[src/rtl/if_id_stage_pkg.sv]
// Shared CPU constants: instruction field positions, opcodes and the NOP word.
// Imported by IF/ID, control and ID/EX logic so field layout is defined once.
package if_id_stage_pkg;

  localparam logic [31:0] NOP_WORD = 32'h0000_0000;

  localparam int unsigned OPCODE_MSB = 31;
  localparam int unsigned OPCODE_LSB = 26;
  localparam int unsigned RS_MSB     = 25;
  localparam int unsigned RS_LSB     = 21;
  localparam int unsigned RT_MSB     = 20;
  localparam int unsigned RT_LSB     = 16;
  localparam int unsigned RD_MSB     = 15;
  localparam int unsigned RD_LSB     = 11;
  localparam int unsigned SHAMT_MSB  = 10;
  localparam int unsigned SHAMT_LSB  = 6;
  localparam int unsigned FUNCT_MSB  = 5;
  localparam int unsigned FUNCT_LSB  = 0;
  localparam int unsigned IMM_MSB    = 15;
  localparam int unsigned IMM_LSB    = 0;

  typedef enum logic [5:0] {
    OP_RTYPE = 6'h00,
    OP_J     = 6'h02,
    OP_JAL   = 6'h03,
    OP_BEQ   = 6'h04,
    OP_BNE   = 6'h05,
    OP_ADDI  = 6'h08,
    OP_LW    = 6'h23,
    OP_SW    = 6'h2B
  } opcode_e;

  // Register 0 is hardwired, so a write to it can never create a dependency.
  function automatic logic reg_hit(input logic [4:0] dst, input logic [4:0] src);
    return (dst != '0) && (dst == src);
  endfunction

endpackage

[src/rtl/if_id_stage_load_use_detect.sv]
// Load-use hazard comparison between the load in ID/EX and the sources in IF/ID.
module load_use_detect
  import if_id_stage_pkg::*;
(
  input  logic       EX_MemRead,
  input  logic [4:0] EX_Rt,
  input  logic [4:0] Rs,
  input  logic [4:0] Rt,
  input  logic       Valid,
  output logic       hazard
);

  always_comb begin
    hazard = EX_MemRead & Valid & (reg_hit(EX_Rt, Rs) | reg_hit(EX_Rt, Rt));
  end

endmodule

[src/rtl/if_id_stage.sv]
// IF/ID pipeline register with flush, stall/load-use hold, field decode and
// a saturating stall-cycle counter.
module if_id_stage
  import if_id_stage_pkg::*;
#(
  parameter logic [31:0] NOP_INSTR = NOP_WORD
) (
  input  logic        clk,
  input  logic        reset,
  input  logic [31:0] PC_i,
  input  logic [31:0] Instr_i,
  input  logic        Stall_i,
  input  logic        Flush_i,
  input  logic        EX_MemRead_i,
  input  logic [4:0]  EX_Rt_i,
  output logic [31:0] PC_o,
  output logic [31:0] PC4_o,
  output logic [31:0] Instr_o,
  output logic        Valid_o,
  output logic [5:0]  Opcode_o,
  output logic [4:0]  Rs_o,
  output logic [4:0]  Rt_o,
  output logic [4:0]  Rd_o,
  output logic [4:0]  Shamt_o,
  output logic [5:0]  Funct_o,
  output logic [15:0] Imm_o,
  output logic        Hazard_o,
  output logic        Bubble_o,
  output logic [15:0] StallCnt_o
);

  logic hazard;
  logic hold;

  always_comb begin
    Opcode_o = Instr_o[OPCODE_MSB:OPCODE_LSB];
    Rs_o     = Instr_o[RS_MSB:RS_LSB];
    Rt_o     = Instr_o[RT_MSB:RT_LSB];
    Rd_o     = Instr_o[RD_MSB:RD_LSB];
    Shamt_o  = Instr_o[SHAMT_MSB:SHAMT_LSB];
    Funct_o  = Instr_o[FUNCT_MSB:FUNCT_LSB];
    Imm_o    = Instr_o[IMM_MSB:IMM_LSB];
    PC4_o    = PC_o + 32'd4;
  end

  load_use_detect u_load_use_detect (
    .EX_MemRead (EX_MemRead_i),
    .EX_Rt      (EX_Rt_i),
    .Rs         (Rs_o),
    .Rt         (Rt_o),
    .Valid      (Valid_o),
    .hazard     (hazard)
  );

  always_comb begin
    Hazard_o = hazard;
    Bubble_o = hazard;
    hold     = Stall_i | hazard;
  end

  // Flush beats hold so a squashed slot never lingers behind a stall.
  always_ff @(posedge clk or posedge reset) begin
    if (reset) begin
      PC_o       <= '0;
      Instr_o    <= NOP_INSTR;
      Valid_o    <= 1'b0;
      StallCnt_o <= '0;
    end else if (Flush_i) begin
      PC_o       <= PC_i;
      Instr_o    <= NOP_INSTR;
      Valid_o    <= 1'b0;
    end else if (hold) begin
      if (StallCnt_o != '1) StallCnt_o <= StallCnt_o + 16'd1;
    end else begin
      PC_o       <= PC_i;
      Instr_o    <= Instr_i;
      Valid_o    <= 1'b1;
    end
  end

endmodule

[config.mk]
export PLATFORM = sky130hd
export DESIGN_NAME = if_id_stage
export DESIGN_NICKNAME = d
export VERILOG_FILES = /design/src/rtl/if_id_stage_pkg.sv /design/src/rtl/if_id_stage_load_use_detect.sv /design/src/rtl/if_id_stage.sv
export SDC_FILE = /design/constraint.sdc
export NUM_CORES = 1
export LEC_CHECK = 0
export CORE_UTILIZATION = 30
export CTS_BUF_LIST = sky130_fd_sc_hd__clkbuf_4
export DETAILED_ROUTE_END_ITERATION = 7
export PLACE_DENSITY_LB_ADDON = 0.05
export SKIP_LAST_GASP = 1
export SLEW_MARGIN = 20
export SYNTH_ARGS = -nofsm -noshare
export SYNTH_HDL_FRONTEND = slang
export SYNTH_HIERARCHICAL = 1
export SYNTH_SLANG_ARGS = --single-unit
[constraint.sdc]
create_clock -name clk -period 2.8 [get_ports clk]
set_input_delay 0.28 -clock clk [delete_from_list [all_inputs] [get_ports clk]]
set_output_delay 0.28 -clock clk [all_outputs]
set_load 0.005 [all_outputs]
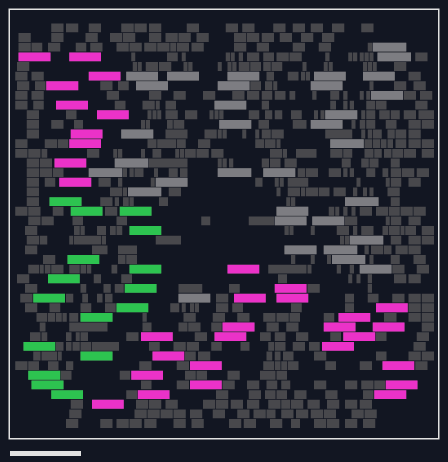
*Sequential cells colored by netlist name*
The bar under the picture is 20 µm long.
[`StallCnt_o`] green | placed flops: 16
[`Instr_o`] magenta | placed flops: 32 | where: spread over the die
not colored: 33

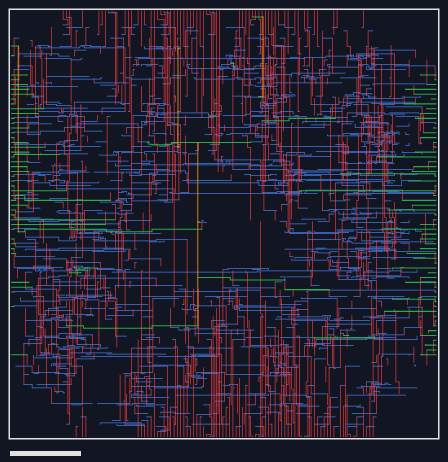
*Signal wires by layer*
The bar under the picture is 20 µm long.
[metal 1] blue | wire length: 5,350 µm
[metal 2] red | wire length: 6,260 µm
[metal 4] orange | wire length: 154 µm
[metal 3] green | wire length: 769 µm
total routing usage reported by global routing: 17.5%
sum of routed wire length over all layers: 12,500 µm
routed length per placed instance: 15.2 µm

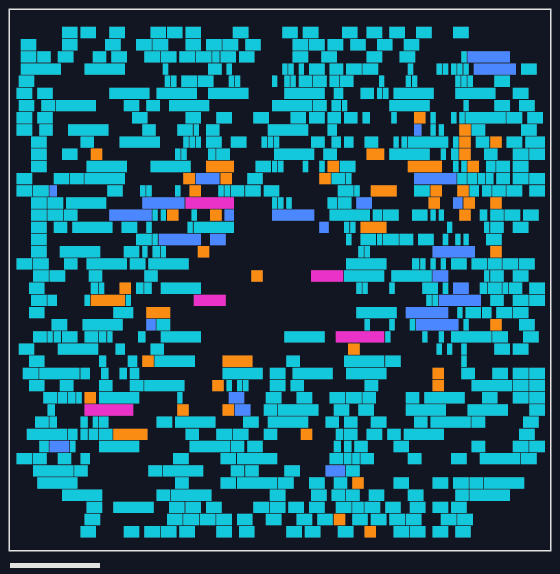
*Cells by drive strength*
The bar under the picture is 20 µm long.
[_6 and larger] magenta | cells: 5 | share: 0.77% | most used: bufinv_16
[_0 and _1 cells] cyan | cells: 571 | share: 88% | most used: clkdlybuf4s50_1
[_2 cells] blue | cells: 26 | share: 4.0% | most used: dfrtp_2
[_3 and _4 cells] orange | cells: 46 | share: 7.1% | most used: buf_4
area grow syn2layout: 63.0%
Finished Cell Area: 0.00688 mm²
slack of the critical path: 0.192 ns

==> impl_metrics.tcl <==
# metrics dict for downstream scripts
set metrics [dict create \
    via_count 3780 \
    timing.critical_path.from_type "register" \
    chipHeight_um 121 \
    synth.yosys.seq_area_share_pct 48.0 \
    worstPathRequired_ns 2.52 \
    run_status "completed" \
    comb_cells 282 \
    timing.final.crit_share_pct 93.2 \
    layout.area.seq_mm2 0.00204 \
    n_all_buffers 264 \
    ys_cells 434 \
    netlist.top_cell.by_area "dfrtp_1" \
    place.port_buffers 236 \
    worstHoldPathType "in -> async" \
    worst_clock_skew_ns 0.00930 \
    boundaryPins 237 \
    fmax_mhz 383 \
    clk_transition_reported_paths_ns 0.13 \
    clockRootBuffer "clkbuf_4" \
    total_cell_area_reported_by_yosys_after_synthesis_mm2 0.00422 \
    finalSetupViolCount 0 \
    total_die_size_mm2 0.0146 \
    dominant_cells "buffers" \
    comb_area_share_pct 26.4 \
    global_route.overflow_total 0 \
    logic_family "simple AND/OR/NAND/NOR gates" \
    log.warning_count 27 \
    mappedNetlistArea_mm2 0.00422 \
    wire_length_of_the_first_global_routing_pass_um 19600 \
    cp.arrival_ns 2.33 \
    finish.net_count 719 \
    final_antenna_net_count 0 \
    fraction_of_the_core_area_occupied_by_cells_at_floorplan_pct 31.3 \
    cts_htree_levels 3 \
    timing.final.crit_period_ns 2.61 \
    mappedNetlistNets 510 \
    yosys.cell_types.count 31 \
    layout-drive-gt1-share_pct 11.9 \
    critPathMaxFanout 7 \
    grt_pass1_vias 3691 \
    nNonClkInverters 5 \
    cp-startpoint "PC_o[17]" \
]
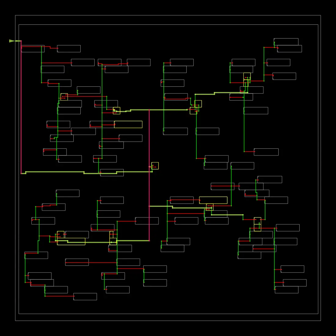
*Clock wiring as the flow saved it*
worst-skew pair later-pin latency: 0.44 ns
FFs & Latches: 81
clock network power: 0.000862 W
number of sinks driven by the clock tree: 81
clock buffers created by TritonCTS: 9

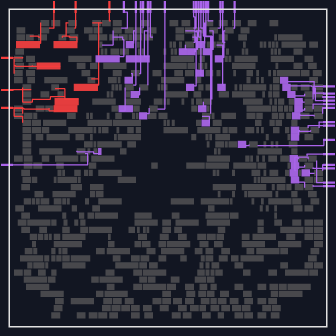
*I/O nets highlighted*
[`Funct_o`] red | bits: 6 | direction: output | edge: 3 left, 3 top | end cells: 6 | buffers: 6 | wire: 191 µm
[`PC4_o`] purple | bits: 32 | direction: output | edge: 17 top, 14 right, 1 left | end cells: 32 | buffers: 32 | wire: 689 µm

-- how the worst min path moves through the flow --
stage,startpoint,end,slack [ns],depth (start not counted)
floorplan,Flush_i,Valid_o,0.35,1
global placement,StallCnt_o[15],StallCnt_o[15],0.48,1
detailed placement,StallCnt_o[15],StallCnt_o[15],0.49,1
CTS,reset,Instr_o[3],0.11,2
global route,reset,Instr_o[8],0.14,2
finish,reset,Instr_o[8],0.15,2
-- power breakdown --
group          total, W  leakage (nW)  internal, W  switching [W]
Sequential      0.00147          1.01      0.00129       0.000183
Combinational  0.000876          1.90     0.000580       0.000296
Clock          0.000862        0.0940     0.000458       0.000405
-- through the flow --
step	TNS (ns)	total power [W]	worst slack (ns)	instance area (µm²)	std cells
6_report	0	0.00321	0.192	6880	825
5_1_grt	0	0.00339	0.00107	6880	825
4_1_cts	-0.00130	0.00324	-0.00130	6740	812
3_5_place_dp	0	0.00234	0.0878	6490	791
3_3_place_gp	0	0.00234	0.124	6490	791
2_1_floorplan	0	0.00178	0.440	4220	434
-- timing repair --
item                                   4_1_cts  5_1_grt
setup endpoints to repair                   20       19
pin swaps                                    2        7
gates resized                                8       18
buffers inserted                             5       12
hold buffers                                 0        0
endpoints found under the hold margin        0        0
-- flip-flops by register name, indices dropped and copies added (netlist names) --
register,flops
StallCnt_o,16
Instr_o,32
Valid_o,1
PC_o,32
-- worst max-delay path, cell delays in order, from the launching register on --
cell and delay (ns):
dfrtp_2 0.43, nand4_1 0.17, nor4_4 0.24, buf_4 0.19, nand4b_1 0.12, xnor2_1 0.21, clkdlybuf4s50_1 0.53
-- routing by layer --
layer	share of wire, %	GRT usage [%]	routed length, µm	vias up
met2	50	29.8	6260	133
li1	-	-	-	1835
met5	0	0	0	-
met4	1.2	4.71	154	0
met3	6.1	5.33	768	10
met1	43	21.4	5350	1802
Power figures rest on the tool's default switching activity, not on a simulated workload.
